**Met1 routing**

Supply wires on this layer in grey.
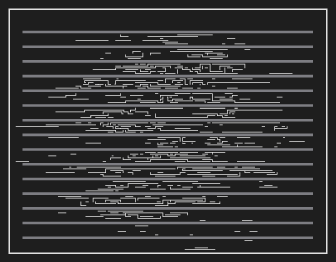
**M2 wires**

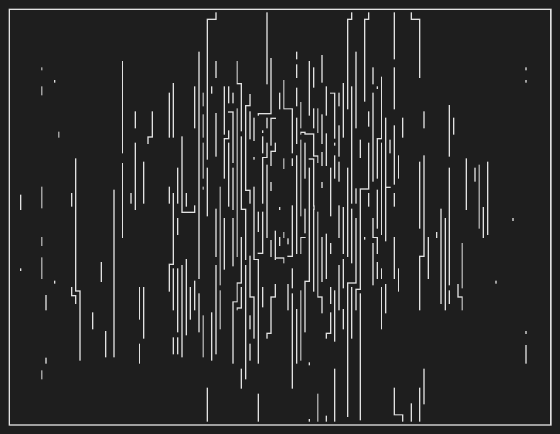
**Signal wires on met3**

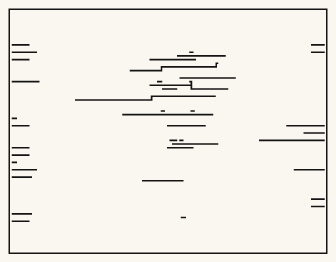
**Wire density map**

Bar = 20 um. The die is cut into 12 by 9 equal tiles; dark purple is low, yellow is high, scaled to the fullest tile. Values are wire area over tile area, all layers added.
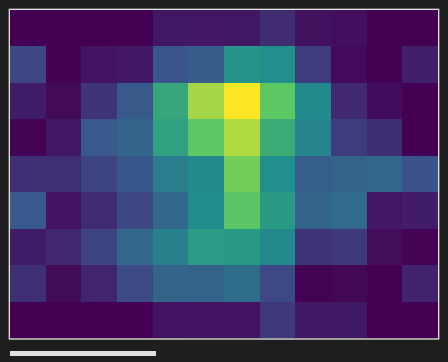
**Clock wiring as the flow saved it**

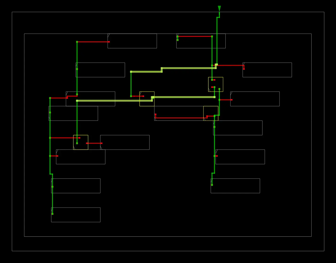
==> config.mk <==
export PLATFORM = sky130hd
export DESIGN_NAME = systolic_seq_ctrl
export DESIGN_NICKNAME = d
export VERILOG_FILES = /design/src/rtl/systolic_pkg.sv /design/src/rtl/seq_phase_cnt.sv /design/src/rtl/systolic_seq_ctrl.sv
export SDC_FILE = /design/constraint.sdc
export NUM_CORES = 1
export LEC_CHECK = 0
export CORE_ASPECT_RATIO = 0.75
export CORE_MARGIN = 2
export CORE_UTILIZATION = 52
export CTS_BUF_LIST = sky130_fd_sc_hd__clkbuf_4 sky130_fd_sc_hd__clkbuf_8
export DETAILED_ROUTE_END_ITERATION = 6
export PLACE_DENSITY = 0.92
export SETUP_SLACK_MARGIN = 0.2
export SLEW_MARGIN = 10
export SYNTH_ARGS = -nofsm -noshare
export SYNTH_HDL_FRONTEND = slang
export SYNTH_HIERARCHICAL = 1
export SYNTH_SLANG_ARGS = --single-unit
==> constraint.sdc <==
create_clock -name clk -period 4.3 [get_ports clk]
set_input_delay 1.075 -clock clk [delete_from_list [all_inputs] [get_ports clk]]
set_output_delay 1.075 -clock clk [all_outputs]
set_load 0.01 [all_outputs]
==> commit_impl_results.txt <==
Store results of the implementation flow

- The first global-routing pass estimated 4.15 mm of wire.
- Final min period: 3.46 ns
- After synthesis, the mean cell area works out to 8.40 um^2.
- Worst-case hold slack: 0.559 ns
- Worst R2R Setup Slack: 1.31 ns
* Startpoint kind of the worst setup timing path: flop
- The violation tally recorded at the end of detailed-routing iteration 0 is 40.
- At the end of the flow, the number of nets in the layout was 172.
- Pre-CTS setup slack: 0.835 ns
* Number of well taps: 24
* Fraction of power spent switching nets: 43.9%
- Path type of the worst min-delay path: flop to flop
* Chip width: 58.5 um
- Clock-cell share of area: 2.31%
- Commonest register cell after synthesis: sky130_fd_sc_hd__dfrtp_1
- 111 cells are multi-input combinational gates.
- Looking at the clock tree report, the H-tree level count equals 1.
- Number of flops mapped to enable cells by yosys: 0
- Non-clock buffer area fraction after layout: 14.6%
* Hold Fails Final Rpt: 0
* Outcome: finished, final reports clean
- In the final timing run, aggregate negative setup slack is 0 ns.
- TritonCTS built the clock tree.
* VDD IR-drop max: 0.298 mV
- Pin count of the biggest net entering global routing: 13
- Max FFs per register: 8
- Count of instances resized after the clock tree is built: 0
* Top cells by count: 16 x sky130_fd_sc_hd__buf_4, 15 x sky130_fd_sc_hd__dfrtp_1, 10 x sky130_fd_sc_hd__a21oi_1, 10 x sky130_fd_sc_hd__nor2_1
* Top cell type by total area after synthesis: sky130_fd_sc_hd__dfrtp_1
* Total power after layout: 768 uW
- Init Core Util: 56.5%
- Synthesis Warnings: 6
- From bottom edge to top edge, the die measures 44.9 um.
* Worst Path Buf+Inv: 1
- Num ports: 36
- The cell sitting at the root of the clock tree is a sky130_fd_sc_hd__clkbuf_4.
- The worst setup path is captured at an output pin.
- Multi-input gate share of the layout cell area: 49.8%
- Per the detail_route report, vias per standard cell equal 5.62.
* Compound-gate portion of the synthesized area: 14.8%
- Number of placement rows: 14
- The area growth from synthesis to layout is 12.3%.
* Detailed-route wire length on metal 1: 1.01 mm
- According to the floorplan report, the placeable core area is 2050 um^2.
- For the worst setup path, the data arrival time is 2.38 ns.
- Synthesized instance count: 138
- Sequential cells account for 38.8% of the total power.
- Number of cells after detailed placement: 176
- Yosys reg bits: 15
- Stages on worst setup path: 4
- Max-capacitance violation count: 0
- After global routing the overflow that remains totals 0.
- Most common logic cell in the routed design: sky130_fd_sc_hd__clkdlybuf4s50_1
* Switching power summed over all nets: 337 uW
- End-of-flow core utilization: 63.5%
- Across all stage logs, warnings added up to 27.
* Storage element area: 375 um^2
* Count of flip-flops and latches: 15
- The last timing report of the flow puts the setup violation total at 0.
- Final setup margin: 0.845 ns
- Buffers placed on the I/O ports in this run total 19.
- The internal portion of the total power is 431 uW.
* Count of unresolved DRC violations after routing: 0
- Nets still carrying antenna violations after routing amount to 0.
* Area fraction in and, or, nand and nor cells after synthesis: 25.3%
* XOR/XNOR Fraction of Synth Area: 3.78%
- Crit path largest cell delay: 0.56 ns
- Highest metal layer with signal wires: met4
- The synthesized netlist was found by Yosys to have 138 cells.
- In the final layout, the fill cell count is 164.
- Derived from the worst setup path, the maximum achievable clock frequency is 289 MHz.
- Wire length on met3: 212 um
- Final std cells w/o fill: 180
- Measured against its own limit, the worst slew margin works out to 56.9%.
- Slew of the pin with the lowest slew margin: 0.640 ns
* Final Slew Violations: 0
Notes on 'met1 routing' above:
longest straight run = 12.9 um
wire length on this layer = 1010 um
met1 Resource Use GR: 28.2%
total via count in the routed design: 1012

Notes on 'M2 wires' above:
nets with wire on the layer = 143
share of all routed wire = 47%
grt met2 use: 33.5%
wire length after detailed routing: 2.39 mm

Notes on 'signal wires on met3' above:
nets with wire on the layer = 34
share of all routed wire = 8.9%
met3 usage in global routing: 5.73%

Notes on 'wire density map' above:
densest ninth of the die = middle
tiles over half the peak = 13%
fullest tile = 0.68
mean over tiles = 0.15
post-detailed-route wirelength per cell: 13.3 um
Tot GR Track Use: 21.1%

Notes on 'clock wiring as the flow saved it' above:
Clock group: 85.2 uW
clock buf count: 4
clk latency late pin: 0.28 ns
number of sinks driven by the clock tree: 15

Power and IR drop assume default switching activity.
